==> src/rtl/ex_operand_stage.sv <==
// Execute-stage input register: resolves forwarding and operand select at capture
// and holds ops in a two-entry (main + skid) buffer that feeds the ALU.
module ex_operand_stage #(
  parameter int WIDTH = 32
) (
  input  logic             clk,
  input  logic             rst,
  input  logic             flush,
  input  logic             in_valid,
  output logic             in_ready,
  input  logic [4:0]       in_alu_sel,
  input  logic [1:0]       in_op1_sel,
  input  logic             in_op2_imm,
  input  logic [4:0]       in_rs1_addr,
  input  logic [4:0]       in_rs2_addr,
  input  logic [WIDTH-1:0] in_rs1_val,
  input  logic [WIDTH-1:0] in_rs2_val,
  input  logic [WIDTH-1:0] in_imm,
  input  logic [WIDTH-1:0] in_pc,
  input  logic [4:0]       in_rd_addr,
  input  logic             in_rd_we,
  input  logic             fwd_exmem_we,
  input  logic [4:0]       fwd_exmem_rd,
  input  logic [WIDTH-1:0] fwd_exmem_data,
  input  logic             fwd_memwb_we,
  input  logic [4:0]       fwd_memwb_rd,
  input  logic [WIDTH-1:0] fwd_memwb_data,
  output logic             out_valid,
  input  logic             out_ready,
  output logic [WIDTH-1:0] alu_in0,
  output logic [WIDTH-1:0] alu_in1,
  output logic [4:0]       alu_sel,
  output logic [WIDTH-1:0] out_pc,
  output logic [4:0]       out_rd_addr,
  output logic             out_rd_we
);

  typedef struct packed {
    logic [WIDTH-1:0] op0;
    logic [WIDTH-1:0] op1;
    logic [4:0]       sel;
    logic [WIDTH-1:0] pc;
    logic [4:0]       rd_addr;
    logic             rd_we;
  } entry_t;

  entry_t     main_q, skid_q, in_entry;
  logic       main_valid, skid_valid;
  logic       in_fire, out_fire;
  logic [WIDTH-1:0] rs1_fwd, rs2_fwd;

  assign in_ready = ~skid_valid;
  assign in_fire  = in_valid & in_ready;
  assign out_fire = main_valid & out_ready;

  // x0 is hard-wired zero, so it is never a forwarding target; EX/MEM is the younger result.
  always_comb begin
    rs1_fwd = in_rs1_val;
    if (in_rs1_addr != '0 && fwd_exmem_we && fwd_exmem_rd == in_rs1_addr)
      rs1_fwd = fwd_exmem_data;
    else if (in_rs1_addr != '0 && fwd_memwb_we && fwd_memwb_rd == in_rs1_addr)
      rs1_fwd = fwd_memwb_data;

    rs2_fwd = in_rs2_val;
    if (in_rs2_addr != '0 && fwd_exmem_we && fwd_exmem_rd == in_rs2_addr)
      rs2_fwd = fwd_exmem_data;
    else if (in_rs2_addr != '0 && fwd_memwb_we && fwd_memwb_rd == in_rs2_addr)
      rs2_fwd = fwd_memwb_data;
  end

  always_comb begin
    in_entry = '0;
    case (in_op1_sel)
      2'd0:    in_entry.op0 = rs1_fwd;
      2'd1:    in_entry.op0 = in_pc;
      default: in_entry.op0 = '0;
    endcase
    in_entry.op1     = in_op2_imm ? in_imm : rs2_fwd;
    in_entry.sel     = in_alu_sel;
    in_entry.pc      = in_pc;
    in_entry.rd_addr = in_rd_addr;
    in_entry.rd_we   = in_rd_we;
  end

  always_ff @(posedge clk or posedge rst) begin
    if (rst) begin
      main_valid <= 1'b0;
      skid_valid <= 1'b0;
      main_q     <= '0;
      skid_q     <= '0;
    end else if (flush) begin
      main_valid <= 1'b0;
      skid_valid <= 1'b0;
    end else if (!main_valid) begin
      if (in_fire) begin
        main_q     <= in_entry;
        main_valid <= 1'b1;
      end
    end else if (out_fire) begin
      // in_ready is low whenever skid holds an op, so the skid drain never races an accept.
      if (skid_valid) begin
        main_q     <= skid_q;
        skid_valid <= 1'b0;
      end else if (in_fire) begin
        main_q <= in_entry;
      end else begin
        main_valid <= 1'b0;
      end
    end else if (in_fire) begin
      skid_q     <= in_entry;
      skid_valid <= 1'b1;
    end
  end

  assign out_valid   = main_valid;
  assign alu_in0     = main_q.op0;
  assign alu_in1     = main_q.op1;
  assign alu_sel     = main_q.sel;
  assign out_pc      = main_q.pc;
  assign out_rd_addr = main_q.rd_addr;
  assign out_rd_we   = main_q.rd_we;

endmodule

==> config.mk <==
export PLATFORM = sky130hd
export DESIGN_NAME = ex_operand_stage
export DESIGN_NICKNAME = d
export VERILOG_FILES = /design/src/rtl/ex_operand_stage.sv
export SDC_FILE = /design/constraint.sdc
export NUM_CORES = 1
export LEC_CHECK = 0
export ABC_AREA = 1
export CORE_MARGIN = 2
export CORE_UTILIZATION = 37
export DETAILED_ROUTE_END_ITERATION = 10
export PLACE_DENSITY = 0.65
export SYNTH_ARGS = -nofsm -noshare
export SYNTH_HDL_FRONTEND = slang
export SYNTH_SLANG_ARGS = --single-unit
==> constraint.sdc <==
create_clock -name clk -period 8 [get_ports clk]
set_input_delay 2.4 -clock clk [delete_from_list [all_inputs] [get_ports clk]]
set_output_delay 2.4 -clock clk [all_outputs]
set_load 0.02 [all_outputs]
==> summary.txt <==
run metrics: Non-Filler Instances ~2.7k, EDFF count, synth 0, min-delay src skid_q[15], outcome completed, Required @ worst endpoint 8.49 ns, tool warnings 28, per-cell routed wire length 18.3 um, Cell Pwr Density ~210 nW/um2, AO/OA Area Share around 6.4%, maximum vdd drop 0.181 mV, CTS Buffer Depth 3, CP max FO 52, Least-Margin Pin Slew 1.09 ns, # rows around 71, root buf cell clkbuf_16, reg2reg start out_valid, # fillers 3667, worst r2r dst out_rd_addr[4], Critical Path Start flush, Netlist cell types 30, Flop area 5410 um2, Seq/Total Area, Yosys 38.4%, GRT Overall Usage around 25%, ys cells 1895, hold endpoint skid_q[15], post-CTS resize count 0, hold crit path type flip-flop to flip-flop, Logic Gate Count 1373, area delta synth->final 30.3%, WHS 0.471 ns, Max Cap Viol 0, largest family of logic cells by area simple AND/OR/NAND/NOR gates, CP Class input port to flip-flop, Critical Path Sink Type flip-flop, logic share of the area between 30% and 40%, antenna diode count 3, placed inst area 17400 um2, Setup crit end out_rd_addr[4], via count 13.8k, final worst-path cycle share 60.1%, relative slew slack between 20% and 30%, Final WS setup 3.19 ns, Pins Over Slew Limit 0, cell class ranked first by area logic gates, Worst setup SP type input port, gpl congestion approximately 0.9, CTS tree yes, post-route antenna net violation count 0, adder share 0%, first-pass GRT wire length 76900 um, tapcell count roughly 510, H-tree Lvls 1, xor/xnor share 0.125%, Non-clk invs 172, Hold Crit Depth 2, port bufs 341, Detailed Place HPWL 34300 um, largest net degree at the start of global routing 140, Simple Share, Synth 44.3%, DRC viols 0, Congestion Overflow GR 0, bufs w/o clock between 300 and 400, DR vias/cell roughly 5.1, Reg2Reg Depth 7, Static Leak 8.68 nW, vias in the first global route ~14k, total wire length 49000 um, Post-Place Cells 2629, Initial DRC Count 1088
-- state kept, by name, indices dropped and copies added (netlist names) --
register	cells
skid_q	107
skid_valid	1
out_valid	1
out_rd_addr	5
out_rd_we	1
alu_in1	32
out_pc	32
alu_sel	5
alu_in0	32
-- cell usage in the layout (no fill, tap or decap), types with 15 or more instances in the layout --
cell type | Yosys | final
inv_2 | 26 | 27
inv_1 | 146 | 143
a31oi_1 | 64 | 64
o21ai_1 | 40 | 40
buf_4 | 11 | 15
dfrtp_1 | 216 | 216
nor3_1 | 129 | 128
nand2_2 | 70 | 69
nand3_2 | 151 | 151
nor2_1 | 131 | 129
nand3_1 | 155 | 155
nand2_1 | 564 | 563
o22ai_1 | 43 | 43
clkbuf_16 | 0 | 26
clkdlybuf4s50_1 | 0 | 341
-- synth_stat cells (17+ instances only) --
master / n / area [um2]
nand2_1: 564 / 2120
dfrtp_1: 216 / 5410
nand3_1: 155 / 776
nand3_2: 151 / 1510
inv_1: 146 / 548
nor2_1: 131 / 492
nor3_1: 129 / 646
nand2_2: 70 / 438
a31oi_1: 64 / 400
clkbuf_1: 50 / 188
o22ai_1: 43 / 269
buf_2: 41 / 205
o21ai_1: 40 / 200
inv_2: 26 / 97.6
buf_6: 17 / 191
-- critical path: stages --
cell             delay, ns
clkdlybuf4s50_1       0.46
inv_2                 0.62
nand2_4               0.53
nor2_4                0.96
o21ai_0               0.18
inv_1                 0.10
-- layer usage --
metal	track usage [%]	up-vias	wire, um
li1	-	6648	-
met2	38.5	494	22000
met4	6.00	4	1120
met1	34.9	6575	22100
met3	4.90	63	3730
met5	0	-	32
-- where the power goes --
part	leakage (nW)	switching (mW)	internal, mW
Clock	0.436	0.493	0.756
Combinational	5.66	0.582	0.470
Sequential	2.58	0.157	1.33
Total	8.68	1.23	2.56
clock_nets.png
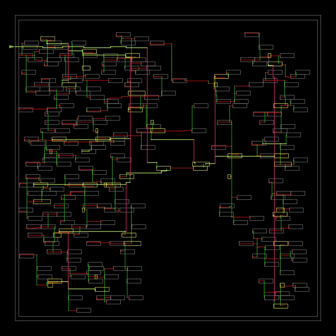
cts bufs inserted: 26
Clock Skews: 0.0258 ns
# clk buffers: 34
CTS Sinks: 216
later-pin clock latency in the skew report: 0.55 ns

util_map.png
Drawn at 2 px/um. 20 x 20 tiles, from black (low) to pale yellow (high), 0 to 100% covered.
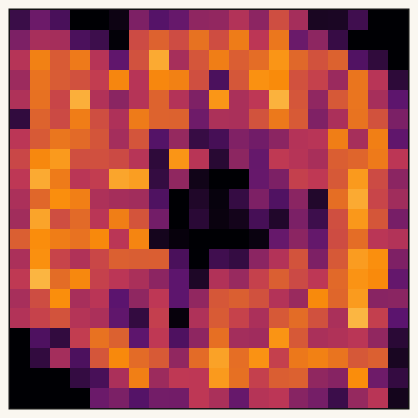
7.5% of the tiles are over 75% full. The mean over all tiles is 45%. 7.0% of the tiles are nearly empty. The densest ninth of the die: west. The fullest tile reaches 84%.
Util after Layout: 48.8%
core footprint: 37600 um2
Initial Util: 37.4%

pinout.png
Drawn at 2 px/um. Pins as bars across the die edge, other pins in grey.
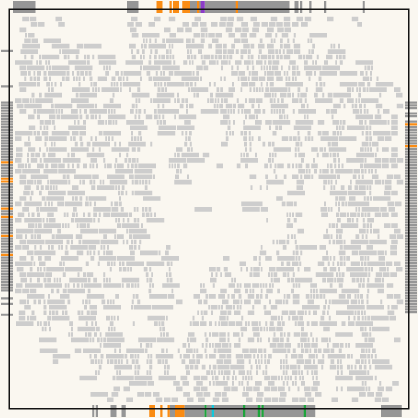
Key: purple = in_op1_sel [pins 2, direction input, edge north]; orange = alu_in0 [pins 32, direction output, edge 13 north, 10 south, 7 west, 2 east]; green = in_rs2_addr [pins 5, direction input, edge south]; cyan = in_op2_imm [pins 1, direction input, edge south]
All pins by edge: 102 south, 89 north, 76 east, 75 west.

Power is estimated from default activity; no workload was simulated.
